`src/rtl/counter_timestamp_fifo_if.sv`:
```
// Bus bundle between the timestamp FIFO and its surroundings: counter/event input side,
// valid/ready head output side, and status/clear.
interface counter_timestamp_fifo_if #(
  parameter int unsigned COUNT_WIDTH = 32,
  parameter int unsigned WRAP_WIDTH  = 16,
  parameter int unsigned TAG_WIDTH   = 8,
  parameter int unsigned DEPTH       = 4,
  parameter int unsigned PTR_WIDTH   = $clog2(DEPTH)
);
  logic [COUNT_WIDTH-1:0] count;
  logic                   event_valid;
  logic [TAG_WIDTH-1:0]   event_tag;
  logic                   out_valid;
  logic                   out_ready;
  logic [COUNT_WIDTH-1:0] out_count;
  logic [WRAP_WIDTH-1:0]  out_wraps;
  logic [TAG_WIDTH-1:0]   out_tag;
  logic [PTR_WIDTH:0]     level;
  logic [15:0]            dropped;
  logic                   overflow;
  logic                   clear;

  // Driver side: upstream counter, event source and host readout.
  modport master (
    output count, event_valid, event_tag, out_ready, clear,
    input  out_valid, out_count, out_wraps, out_tag, level, dropped, overflow
  );

  // The timestamp FIFO itself.
  modport slave (
    input  count, event_valid, event_tag, out_ready, clear,
    output out_valid, out_count, out_wraps, out_tag, level, dropped, overflow
  );
endinterface

```
`src/rtl/counter_timestamp_fifo.sv`:
```
// Samples the upstream wrap counter on event strobes, extends it with a wrap epoch and
// buffers {count, epoch, tag} in a first-word-fall-through FIFO with drop accounting.
module counter_timestamp_fifo #(
  parameter int unsigned COUNT_WIDTH = 32,
  parameter int unsigned MAX_COUNT   = 10,
  parameter int unsigned WRAP_WIDTH  = 16,
  parameter int unsigned TAG_WIDTH   = 8,
  parameter int unsigned DEPTH       = 4,
  parameter int unsigned PTR_WIDTH   = $clog2(DEPTH)
) (
  input logic                     clk,
  input logic                     rst,
  counter_timestamp_fifo_if.slave bus
);

  localparam logic [COUNT_WIDTH-1:0] LP_MAX   = COUNT_WIDTH'(MAX_COUNT);
  localparam logic [PTR_WIDTH:0]     LP_DEPTH = (PTR_WIDTH + 1)'(DEPTH);

  logic [COUNT_WIDTH-1:0] r_prev_count;
  logic [WRAP_WIDTH-1:0]  r_wraps;
  logic [COUNT_WIDTH-1:0] r_mem_count [DEPTH];
  logic [WRAP_WIDTH-1:0]  r_mem_wraps [DEPTH];
  logic [TAG_WIDTH-1:0]   r_mem_tag   [DEPTH];
  logic [PTR_WIDTH-1:0]   r_wr_ptr;
  logic [PTR_WIDTH-1:0]   r_rd_ptr;
  logic [PTR_WIDTH:0]     r_level;
  logic [15:0]            r_dropped;
  logic                   r_overflow;

  logic                   w_count_zero;
  logic                   w_wrap_now;
  logic                   w_restart;
  logic [WRAP_WIDTH-1:0]  w_epoch;
  logic                   w_full;
  logic                   w_pop;
  logic                   w_push;
  logic                   w_drop;

  assign w_count_zero = (bus.count == '0);
  assign w_wrap_now   = w_count_zero && (r_prev_count == LP_MAX);
  // A jump to zero from anywhere but MAX or 0 means the upstream counter was reset.
  assign w_restart    = w_count_zero && (r_prev_count != LP_MAX) && (r_prev_count != '0);

  // Epoch belonging to the count on the bus this cycle; also the next value of r_wraps.
  always_comb begin
    w_epoch = r_wraps;
    if (w_wrap_now) begin
      w_epoch = r_wraps + WRAP_WIDTH'(1);
    end else if (w_restart) begin
      w_epoch = '0;
    end
  end

  assign w_full = (r_level == LP_DEPTH);
  assign w_pop  = bus.out_valid && bus.out_ready;
  assign w_push = bus.event_valid && (!w_full || w_pop);
  assign w_drop = bus.event_valid && w_full && !w_pop;

  // Track previous count and the wrap epoch.
  always_ff @(posedge clk or posedge rst) begin
    if (rst) begin
      r_prev_count <= '0;
      r_wraps      <= '0;
    end else begin
      r_prev_count <= bus.count;
      r_wraps      <= w_epoch;
    end
  end

  // FIFO storage; cleared on reset so the head reads zero out of reset.
  always_ff @(posedge clk or posedge rst) begin
    if (rst) begin
      for (int unsigned i = 0; i < DEPTH; i++) begin
        r_mem_count[i] <= '0;
        r_mem_wraps[i] <= '0;
        r_mem_tag[i]   <= '0;
      end
    end else if (w_push) begin
      r_mem_count[r_wr_ptr] <= bus.count;
      r_mem_wraps[r_wr_ptr] <= w_epoch;
      r_mem_tag[r_wr_ptr]   <= bus.event_tag;
    end
  end

  // Pointers and occupancy; DEPTH is a power of two so pointers wrap naturally.
  always_ff @(posedge clk or posedge rst) begin
    if (rst) begin
      r_wr_ptr <= '0;
      r_rd_ptr <= '0;
      r_level  <= '0;
    end else begin
      if (w_push) begin
        r_wr_ptr <= r_wr_ptr + PTR_WIDTH'(1);
      end
      if (w_pop) begin
        r_rd_ptr <= r_rd_ptr + PTR_WIDTH'(1);
      end
      if (w_push && !w_pop) begin
        r_level <= r_level + (PTR_WIDTH + 1)'(1);
      end else if (w_pop && !w_push) begin
        r_level <= r_level - (PTR_WIDTH + 1)'(1);
      end
    end
  end

  // Drop accounting; clear wins over a simultaneous drop.
  always_ff @(posedge clk or posedge rst) begin
    if (rst) begin
      r_dropped  <= '0;
      r_overflow <= 1'b0;
    end else if (bus.clear) begin
      r_dropped  <= '0;
      r_overflow <= 1'b0;
    end else if (w_drop) begin
      r_overflow <= 1'b1;
      if (r_dropped != 16'hFFFF) begin
        r_dropped <= r_dropped + 16'd1;
      end
    end
  end

  assign bus.out_valid = (r_level != '0);
  assign bus.out_count = r_mem_count[r_rd_ptr];
  assign bus.out_wraps = r_mem_wraps[r_rd_ptr];
  assign bus.out_tag   = r_mem_tag[r_rd_ptr];
  assign bus.level     = r_level;
  assign bus.dropped   = r_dropped;
  assign bus.overflow  = r_overflow;

endmodule
```
`src/flat_wrapper.sv`:
```
// flat-port wrapper written by rule: the top's interface ports become plain ports
module counter_timestamp_fifo_flat 
#(
  parameter int unsigned COUNT_WIDTH = 32,
  parameter int unsigned MAX_COUNT   = 10,
  parameter int unsigned WRAP_WIDTH  = 16,
  parameter int unsigned TAG_WIDTH   = 8,
  parameter int unsigned DEPTH       = 4,
  parameter int unsigned PTR_WIDTH   = $clog2(DEPTH)
)
  (clk, rst, bus_count, bus_event_valid, bus_event_tag, bus_out_ready, bus_clear, bus_out_valid, bus_out_count, bus_out_wraps, bus_out_tag, bus_level, bus_dropped, bus_overflow);
  counter_timestamp_fifo_if #(.COUNT_WIDTH(COUNT_WIDTH), .WRAP_WIDTH(WRAP_WIDTH), .TAG_WIDTH(TAG_WIDTH), .DEPTH(DEPTH), .PTR_WIDTH(PTR_WIDTH)) bus_i ();
  input logic clk;
  input logic rst;
  input wire logic [$bits(bus_i.count)-1:0] bus_count;
  input wire logic [$bits(bus_i.event_valid)-1:0] bus_event_valid;
  input wire logic [$bits(bus_i.event_tag)-1:0] bus_event_tag;
  input wire logic [$bits(bus_i.out_ready)-1:0] bus_out_ready;
  input wire logic [$bits(bus_i.clear)-1:0] bus_clear;
  output wire logic [$bits(bus_i.out_valid)-1:0] bus_out_valid;
  output wire logic [$bits(bus_i.out_count)-1:0] bus_out_count;
  output wire logic [$bits(bus_i.out_wraps)-1:0] bus_out_wraps;
  output wire logic [$bits(bus_i.out_tag)-1:0] bus_out_tag;
  output wire logic [$bits(bus_i.level)-1:0] bus_level;
  output wire logic [$bits(bus_i.dropped)-1:0] bus_dropped;
  output wire logic [$bits(bus_i.overflow)-1:0] bus_overflow;
  assign bus_i.count = bus_count;
  assign bus_i.event_valid = bus_event_valid;
  assign bus_i.event_tag = bus_event_tag;
  assign bus_i.out_ready = bus_out_ready;
  assign bus_i.clear = bus_clear;
  assign bus_out_valid = bus_i.out_valid;
  assign bus_out_count = bus_i.out_count;
  assign bus_out_wraps = bus_i.out_wraps;
  assign bus_out_tag = bus_i.out_tag;
  assign bus_level = bus_i.level;
  assign bus_dropped = bus_i.dropped;
  assign bus_overflow = bus_i.overflow;
  counter_timestamp_fifo #(.COUNT_WIDTH(COUNT_WIDTH), .MAX_COUNT(MAX_COUNT), .WRAP_WIDTH(WRAP_WIDTH), .TAG_WIDTH(TAG_WIDTH), .DEPTH(DEPTH), .PTR_WIDTH(PTR_WIDTH)) u_core (.clk(clk), .rst(rst), .bus(bus_i));
endmodule
```
`config.mk`:
```
export PLATFORM = sky130hd
export DESIGN_NAME = counter_timestamp_fifo_flat
export DESIGN_NICKNAME = d
export VERILOG_FILES = /design/src/rtl/counter_timestamp_fifo_if.sv /design/src/rtl/counter_timestamp_fifo.sv /design/src/flat_wrapper.sv
export SDC_FILE = /design/constraint.sdc
export NUM_CORES = 1
export LEC_CHECK = 0
export CORE_MARGIN = 10
export CORE_UTILIZATION = 52
export DETAILED_ROUTE_END_ITERATION = 6
export PLACE_DENSITY_LB_ADDON = 0.3
export RECOVER_POWER = 100
export SLEW_MARGIN = 5
export SYNTH_ARGS = -nofsm -noshare
export SYNTH_HDL_FRONTEND = slang
export SYNTH_SLANG_ARGS = --single-unit
```
`constraint.sdc`:
```
create_clock -name clk -period 10.1 [get_ports clk]
set_input_delay 2.02 -clock clk [delete_from_list [all_inputs] [get_ports clk]]
set_output_delay 2.02 -clock clk [all_outputs]
set_load 0.01 [all_outputs]
```
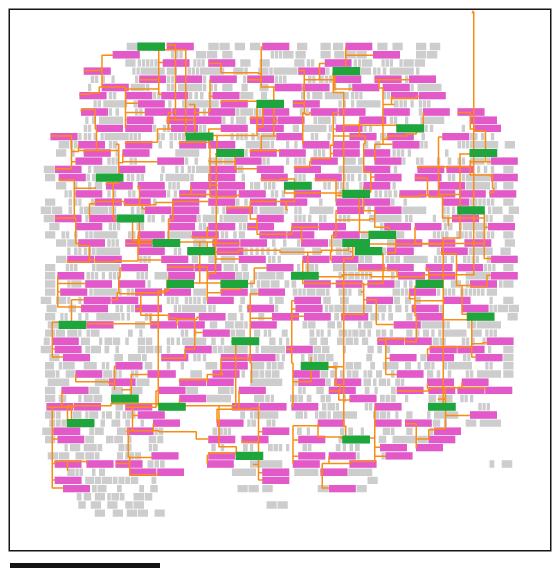
**Above:** run 1 (clock network drawn from the DEF).
Bar = 50 um.
[orange] clock wires | length: 3,460 um
[magenta] flip-flops | count: 296
[green] clock drivers | count: 31
routed clock nets	32

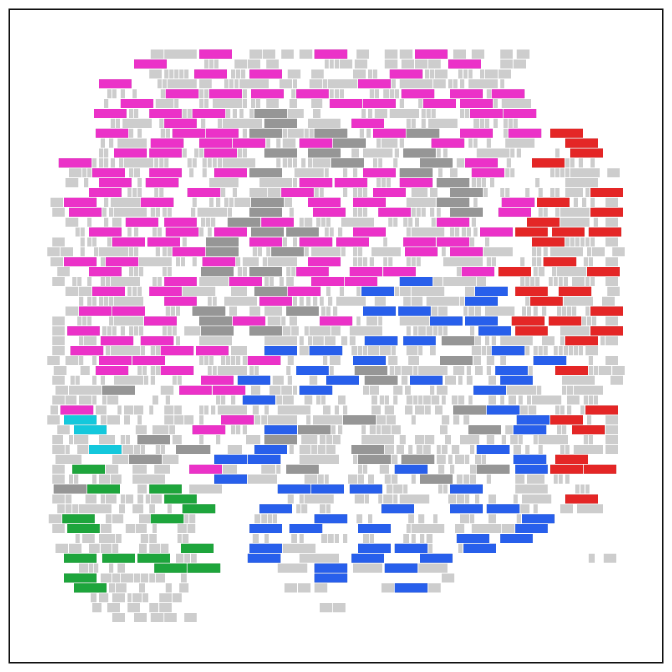
**Above:** run 1 (sequential cells colored by netlist name).
color	name in the netlist	flops
red	u_core.r_mem_tag	32
magenta	u_core.r_mem_count	128
cyan	u_core.bus.level	3
blue	u_core.r_mem_wraps	64
green	u_core.bus.dropped	16
not colored	53
post-route core utilization: 62.16%
Storage cell area: 7408 um^2
fraction of area in registers: 47.46%
power dissipated in sequential cells: 1.76 mW

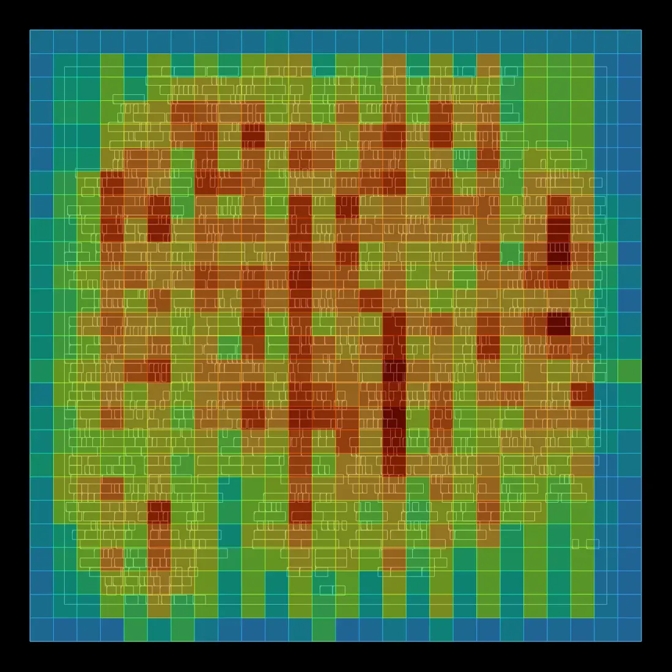
**Above:** run 1 (routing congestion map).
most used routing layer in global routing: met2
met1 routing resource usage after global routing: 27.44%
met3 GRT Util: 3.434%

==> run 1: critical path, cell delays in order <==
cell                            delay [ns]
sky130_fd_sc_hd__dlygate4sd3_1        0.55
sky130_fd_sc_hd__clkinvlp_2           1.13
sky130_fd_sc_hd__buf_12               0.62
sky130_fd_sc_hd__clkbuf_1             2.11
==> run 1: per-layer routing <==
layer / track usage (%) / share of wire, %
met2: 34.43 / 49
met3: 3.434 / 6.7
met4: 5.227 / 1.9
met5: 0 / 0
met1: 27.44 / 42
==> run 1: final cells by class <==
class                   count  area share [%]
inverters                  13          0.3206
multi-input cells         912           34.32
well taps                 330           2.645
flip-flops and latches    296           47.46
clock inverters            18           1.331
repair buffers            135           8.345
clock buffers              40           5.571
==> flow_metrics.py, run 1 <==
# Flow results
metrics = {
    "cts": {
        "tritoncts.num_buffers": 31,
        "cts.hold.buffers_added": 0,
        "clockBufferDepth": 3,
    },
    "status": {
        "run_status": "complete, but fails checks",
        "violations": "max-capacitance violations, max-slew violations",
    },
    "power": {
        "p_comb_mw": 1.53,
        "intPower_mw": 2.974,
        "vdd.ir_drop.worst_mv": 0.2951,
    },
    "logic_synthesis": {
        "enable_flop_cells": 0,
        "synth-area-yosys_um2": 13220,
    },
    "setup_path": {
        "rr_startpoint": "u_core.bus.level[0]$_DFFE_PP0P_",
    },
    "routing": {
        "via_per_inst": 5.799,
        "vias": 10110,
        "detailedRoute.firstIterationViolations": 930,
    },
    "flow_run": {
        "cap_viol_max_count": 9,
    },
    "cells_and_area": {
        "logic_area_um2": 5358,
        "fillers": 2064,
        "largestRegisters": "u_core.r_mem_count: 128 flops, u_core.r_mem_wraps: 64 flops",
    },
    "sta": {
        "slew_viol_final": 422,
        "final_min_period_over_clock_period_pct": 65.34,
        "grt_setup_unrepaired": "no",
        "fin_crit_ns": 6.599,
    },
    "place": {
        "port-buffer-count": 121,
    },
    "worst_hold_path": {
        "hold_path_startpoint": "u_core.r_mem_tag[4]$_DFFE_PP0P_",
        "worst_hold_path.num_cells": 2,
    },
}
==> run 2, diff against run 1 <==
Settings changed: CORE_UTILIZATION 52 to 58.
Clock period 10.1 ns to 6.81 ns, I/O delays scaled along.
==> flow_metrics.py, run 2 <==
# Flow results
metrics = {
    "status": {
        "run_status": "complete, but fails checks",
        "violations": "max-capacitance violations, max-slew violations",
    },
    "routing": {
        "detailedRoute.firstIterationViolations": 1043,
        "routed.top_layer": "met4",
        "detailroute.wirelength.met2_mm": 16.46,
        "detailroute.wirelength.met3_mm": 2.938,
        "met1Wirelength_mm": 14.24,
        "via_per_inst": 6.059,
        "vias": 10280,
    },
    "cells_and_area": {
        "logic_area_um2": 5406,
        "comb_area_share_pct": 34.63,
        "fillers": 1656,
        "clock_buffers": 40,
        "n_multi_input_combinational_cell": 912,
        "buffers": 135,
        "top_area_cell_class": "registers",
        "n_sequential_cell": 296,
        "largestRegisters": "u_core.r_mem_count: 128 flops, u_core.r_mem_wraps: 64 flops",
        "inv_count": 13,
        "seq-cell-share_pct": 47.48,
        "signal_buffer_area_fraction_pct": 8.240,
    },
    "setup_path": {
        "rr_startpoint": "u_core.bus.level[2]$_DFFE_PP0P_",
        "cp_num_cells": 7,
        "cp.buffers_inverters": 2,
        "cpLargestDelayFamily": "buffers and inverters",
        "crit_path_cell_trace": "dlygate4sd3_1 > or4b_2 > nand3_2 > clkbuf_1 > nor2_1 > a32oi_1 > o21ai_0",
        "cell_with_the_largest_stage_delay_on_the_worst_path": "sky130_fd_sc_hd__clkbuf_1",
    },
    "global_route": {
        "met2_usage_pct": 38.44,
        "grt.busiest_layer": "met2",
    },
    "logic_synthesis": {
        "synth-area-yosys_um2": 13220,
        "enable_flop_cells": 0,
    },
    "worst_hold_path": {
        "hold_path_startpoint": "u_core.r_mem_count[62]$_DFFE_PP0P_",
        "worst_hold_path.num_cells": 2,
    },
    "sta": {
        "final_min_period_over_clock_period_pct": 75.92,
        "grt_setup_unrepaired": "no",
        "slew_viol_final": 538,
    },
    "cts": {
        "tritoncts.num_buffers": 30,
        "clockBufferDepth": 3,
        "cts.hold.buffers_added": 0,
    },
    "flow_run": {
        "cap_viol_max_count": 9,
    },
    "power": {
        "vdd.ir_drop.worst_mv": 0.3156,
    },
}
==> run 2: worst max path at each step <==
stage / start / to / slack, ns
3_3_place_gp: bus_out_ready / u_core.r_mem_wraps[50]$_DFFE_PP0P_ / 2.50
5_1_grt: rst / u_core.r_mem_count[45]$_DFFE_PP0P_ / 1.40
3_5_place_dp: bus_out_ready / u_core.r_mem_wraps[50]$_DFFE_PP0P_ / 2.46
6_report: bus_out_ready / u_core.r_mem_wraps[18]$_DFFE_PP0P_ / 1.64
2_1_floorplan: rst / u_core.bus.dropped[0]$_DFFE_PP0P_ / 1.52
4_1_cts: u_core.r_rd_ptr[0]$_DFFE_PP0P_ / bus_out_count[0] / 2.17
==> run 2: where the power goes <==
part	internal, mW	total [mW]	switching [mW]
clock network	1.10	1.81	0.710
logic	1.09	2.23	1.15
registers	2.28	2.69	0.405
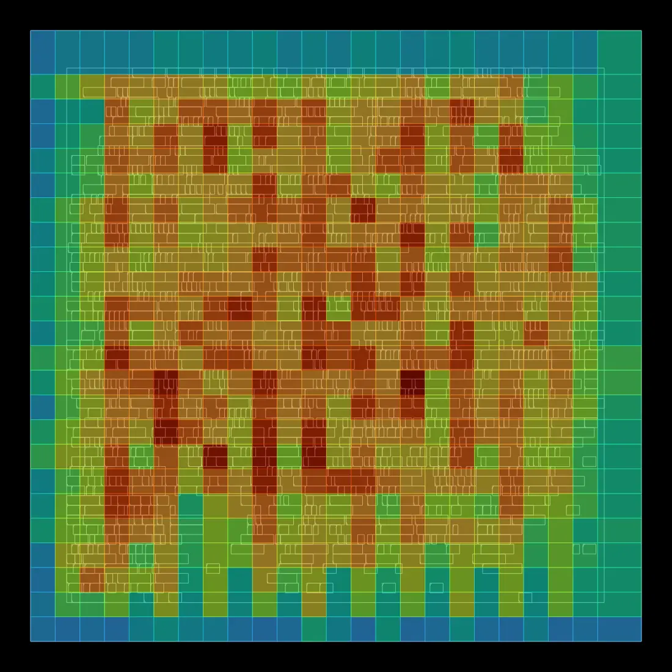
**Above:** run 2 (routing congestion map).
met3 GRT Util: 5.323%
met1 routing resource usage after global routing: 32.49%

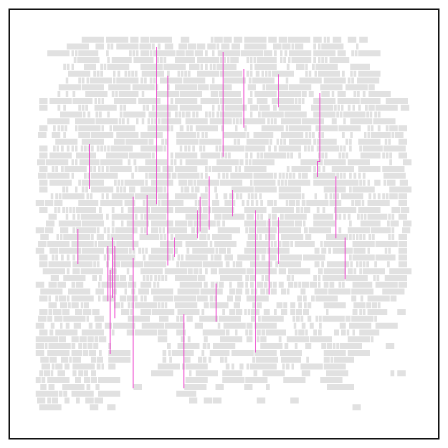
**Above:** run 2 (metal 4).
Cells faint in the background.
main direction	vertical
longest straight run	75.5 um

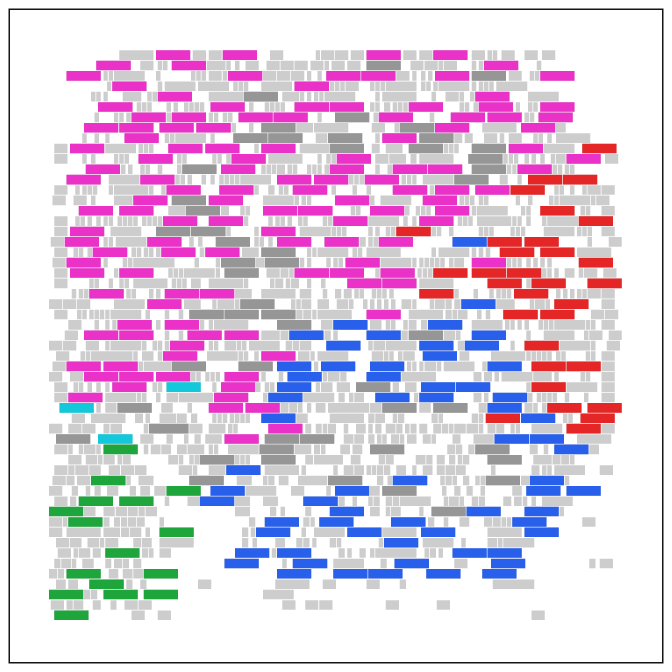
**Above:** run 2 (sequential cells colored by netlist name).
color	name in the netlist	flops
blue	u_core.r_mem_wraps	64
magenta	u_core.r_mem_count	128
cyan	u_core.bus.level	3
red	u_core.r_mem_tag	32
green	u_core.bus.dropped	16
not colored	53
power dissipated in sequential cells: 2.69 mW
Storage cell area: 7411 um^2
post-route core utilization: 69.37%

==> run 3, diff against run 2 <==
Settings changed: CORE_UTILIZATION 58 to 52.
Clock period 6.81 ns to 4.15 ns, I/O delays scaled along.
==> flow_metrics.py, run 3 <==
# Flow results
metrics = {
    "logic_synthesis": {
        "synth-area-yosys_um2": 13220,
        "synth.cellmix.xorXnorShare_pct": 0.9277,
        "synth.cells.most_frequent": "sky130_fd_sc_hd__nand2_1 (553), sky130_fd_sc_hd__dfrtp_1 (296), sky130_fd_sc_hd__mux4_2 (56)",
    },
    "status": {
        "violations": "max-capacitance violations, max-slew violations",
        "run_status": "complete, but fails checks",
    },
    "setup_path": {
        "cp.buffers_inverters": 2,
        "rr_startpoint": "u_core.bus.level[0]$_DFFE_PP0P_",
        "cpLargestDelayFamily": "buffers and inverters",
        "crit_path_cell_trace": "buf_12 > mux4_2 > dlygate4sd3_1",
        "cp_num_cells": 3,
    },
    "cts": {
        "cts.hold.buffers_added": 0,
        "tritoncts.num_buffers": 29,
        "clockBufferDepth": 3,
    },
    "sta": {
        "slew_viol_final": 214,
        "grt_setup_unrepaired": "no",
    },
    "routing": {
        "via_per_inst": 5.774,
        "detailedRoute.firstIterationViolations": 785,
        "drc_errors": 0,
    },
    "power": {
        "vdd.ir_drop.worst_mv": 0.5202,
    },
    "cells_and_area": {
        "final_layout_top_logic_cells": "sky130_fd_sc_hd__nand2_1 (553), sky130_fd_sc_hd__dfrtp_1 (295), sky130_fd_sc_hd__dlygate4sd3_1 (90)",
        "fillers": 2051,
        "area.sequential_um2": 7411,
        "largestRegisters": "u_core.r_mem_count: 128 flops, u_core.r_mem_wraps: 64 flops",
    },
    "flow_run": {
        "cap_viol_max_count": 5,
    },
    "worst_hold_path": {
        "worst_hold_path.num_cells": 2,
    },
}
## run 3: cell counts after synthesis
Identical to the previous run, type by type.
## run 3: routing by layer
layer	GRT usage (%)	wire [um]	vias to the layer above
li1	-	-	4622
met1	27.24	14560	5157
met2	36.03	17060	332
met3	4.036	2172	52
met4	4.433	521	0
met5	0	0	-
## run 3: area by class of cell
cell class / count / share of cell area [%]
flip-flops and latches: 296 / 47.04
multi-input cells: 912 / 34.20
repair buffers: 154 / 9.403
clock buffers: 39 / 5.226
well taps: 330 / 2.621
clock inverters: 15 / 1.183
inverters: 13 / 0.3177
diodes: 1 / 0.01588
## run 3: report_power, final
group | switching [mW] | internal [mW]
Clock | 1.12 | 1.64
Sequential | 0.589 | 3.75
Combinational | 1.95 | 1.87
Total | 3.66 | 7.26
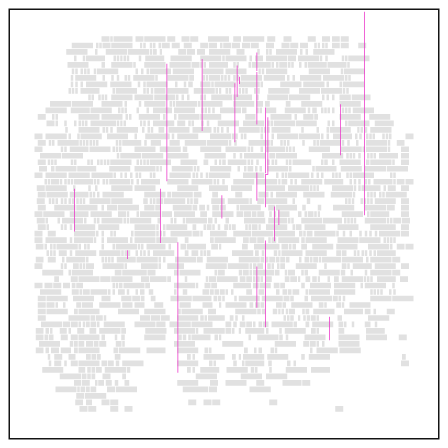
**Above:** run 3 (metal 4).
Cells faint in the background.
vias after detailed routing: 10,160
Total Routed Length: 34.31 mm

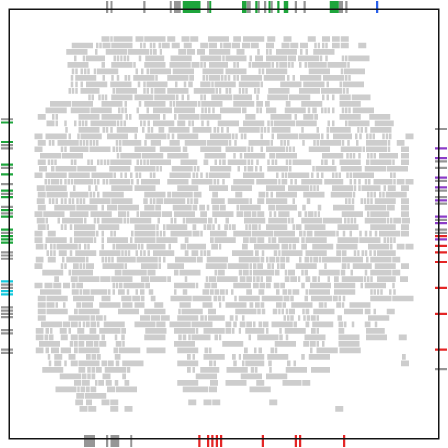
**Above:** run 3 (I/O pins on the die edge).
Pins as bars across the die edge, other pins in gray.
color	port	pins	direction	edge
blue	clk	1	input	top
purple	bus_out_tag	8	output	right
green	bus_count	32	input	20 top, 12 left
red	bus_out_wraps	16	output	9 bottom, 7 right
cyan	bus_level	3	output	left
all pins by edge	39 top, 37 left, 26 right, 20 bottom
number of port buffers: 121
die span in x: 179.4 um
Chip Height: 179.4 um

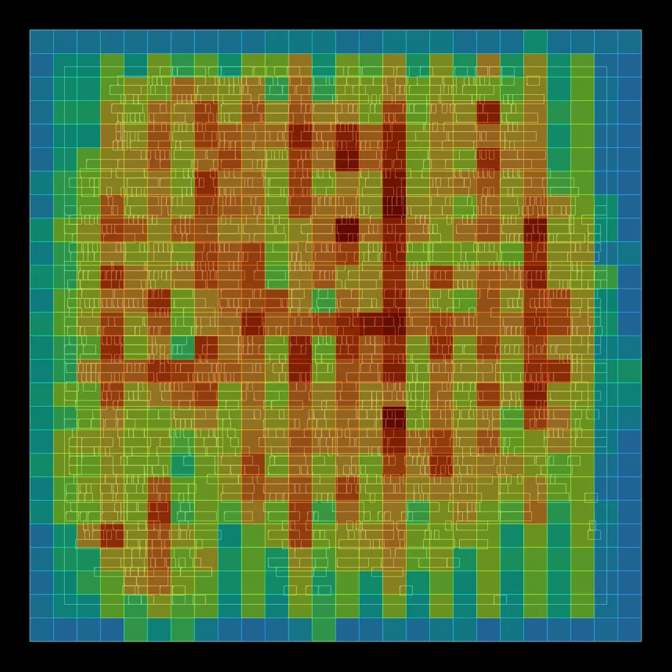
**Above:** run 3 (routing congestion map).
met3 GRT Util: 4.036%
post-route core utilization: 62.75%
Global Route met2 Usage: 36.03%
met1 routing resource usage after global routing: 27.24%

Power and IR drop assume default switching activity.
